==> config.mk <==
export PLATFORM = sky130hd
export DESIGN_NAME = ex_div_flat
export DESIGN_NICKNAME = d
export VERILOG_FILES = /design/src/rtl/ex_div_pkg.sv /design/src/rtl/ex_div_if.sv /design/src/rtl/ex_div.sv /design/src/flat_wrapper.sv
export SDC_FILE = /design/constraint.sdc
export NUM_CORES = 1
export LEC_CHECK = 0
export CAP_MARGIN = 20
export CORE_MARGIN = 2
export CORE_UTILIZATION = 40
export CTS_CLUSTER_SIZE = 8
export DETAILED_ROUTE_END_ITERATION = 10
export GPL_ROUTABILITY_DRIVEN = 0
export PLACE_DENSITY_LB_ADDON = 0.1
export SLEW_MARGIN = 20
export SYNTH_ARGS = -nofsm -noshare
export SYNTH_HDL_FRONTEND = slang
export SYNTH_SLANG_ARGS = --single-unit
==> constraint.sdc <==
create_clock -name clk -period 8.8 [get_ports clk]
set_input_delay 1.76 -clock clk [delete_from_list [all_inputs] [get_ports clk]]
set_output_delay 1.76 -clock clk [all_outputs]
set_load 0.05 [all_outputs]
Signal wires by layer:
Scale: 2 px per µm.
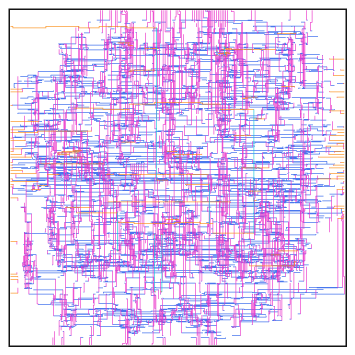
Key: cyan = M4 [wire length 240 µm]; magenta = M2 [wire length 13200 µm]; blue = M1 [wire length 13600 µm]; orange = M3 [wire length 994 µm]
drt wl/cell: 16.9 µm
detailed-route wire length: 28100 µm
total number of vias: 8880
overall fraction of global-route tracks in use: 20.3%

Register map, names as in the netlist:
Scale: 1.5 px per µm.
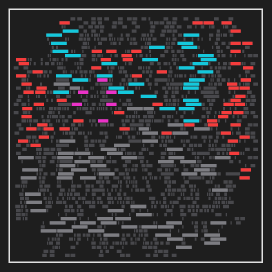
Key: magenta = u_core.cnt_q [sequential cells 6]; cyan = u_core.quot_q [sequential cells 32]; red = u_core.div_bus.result_o [sequential cells 64]
post-layout utilization of the core: 49.5%
Sequential Power: 1.36 mW

I/O nets highlighted:
Scale: 2 px per µm.
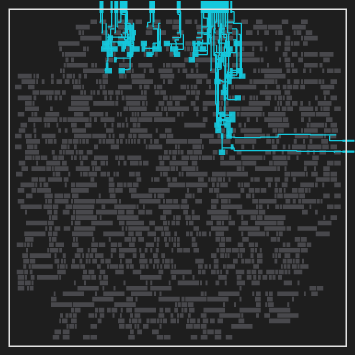
Key: cyan = div_bus_opdata1_i [bits 32, direction input, end cells 67, buffers 32, wire 1380 µm]
Ports: 134
count of buffers inserted at the top-level ports: 133

==> notes.md <==
Observations from the implementation run.

Run status:
- The run finished with clean final reports.

Routing:
- The run puts the routed wire length on met3 at 994 µm.
- In the per-layer summary, the met1 wirelength comes to 13600 µm.
- The first detailed-routing pass took 5 iterations.

Final layout:
- From synthesis to final layout, the design area changed by 20.9%.
- The run puts the flip-flop count of the largest register, all copies and words added at 64.
- The layout has 18 clock buffers.
- The run gives the proportion of cell area spent on the clock network as 4.51%.

Die:
- The core region is 26200 µm².
- The flow inserted 335 tap cells.
- The run puts the total number of placement rows at 59.

Critical path:
- The run puts the worst-case reg-to-reg path depth at 12.
- STA classifies the critical path endpoint as a register.
- For this design, the slowest cell found on the critical path is sky130_fd_sc_hd__nor4_1.
- The run puts the worst endpoint required time at 9100 ps.
- The run puts the internal reg-to-reg setup slack at 4670 ps.
- All stages included, the depth of the critical timing path comes to 11.
- The worst setup path is launched from an input port.

Placement:
- Including well taps, the total number of placed cells is 1629.

Global route:
- The run puts the wire length of the first global-routing pass at 45500 µm.

Run:
- The run gives the tally of OpenROAD warnings as 30.
- The run gives the reported max-cap violation count as 0.

Synthesis:
- The commonest register cell is sky130_fd_sc_hd__edfxtp_1.
- The run gives the post-synth net total as 1315.
- The run gives the number of enable-type register cells in the synthesized netlist as 98.
- Per the synthesis report, the adder-cell share of the synthesized area is 5.09%.
- The run gives the aoi/oai-family share of the synthesized area as 18.1%.
- The run gives the register bit count reported by yosys as 171.
- Counting every instance in the synthesized netlist gives 1203.
- The most common cell in the synthesized netlist is sky130_fd_sc_hd__nand2_1.
- The run gives the top logic cell family in the synthesized netlist as AND-OR/OR-AND gates.

CTS:
- In this run, CTS created clock tree buffers numbering 17.
- The run gives the clock root buffer as sky130_fd_sc_hd__clkbuf_16.
- After clock tree synthesis, the flow added hold-fix buffers numbering 0.
- The run puts the clock transition at the register clock pins on the worst setup and hold paths after CTS at 70 ps.

Timing:
- The run gives the clock skew after layout as 15.4 ps.
- The worst path in the final design needs a cycle of 4530 ps, including I/O delays and setup.
- The critical path in the final layout is reported with a setup slack of 4270 ps.

Power and ir drop:
- Overall power consumption after layout is estimated at 4.11 mW.
- The flow reports power dissipated in combinational cells as 1.99 mW.
No activity file was given, so power comes from the tool's default toggle rates.
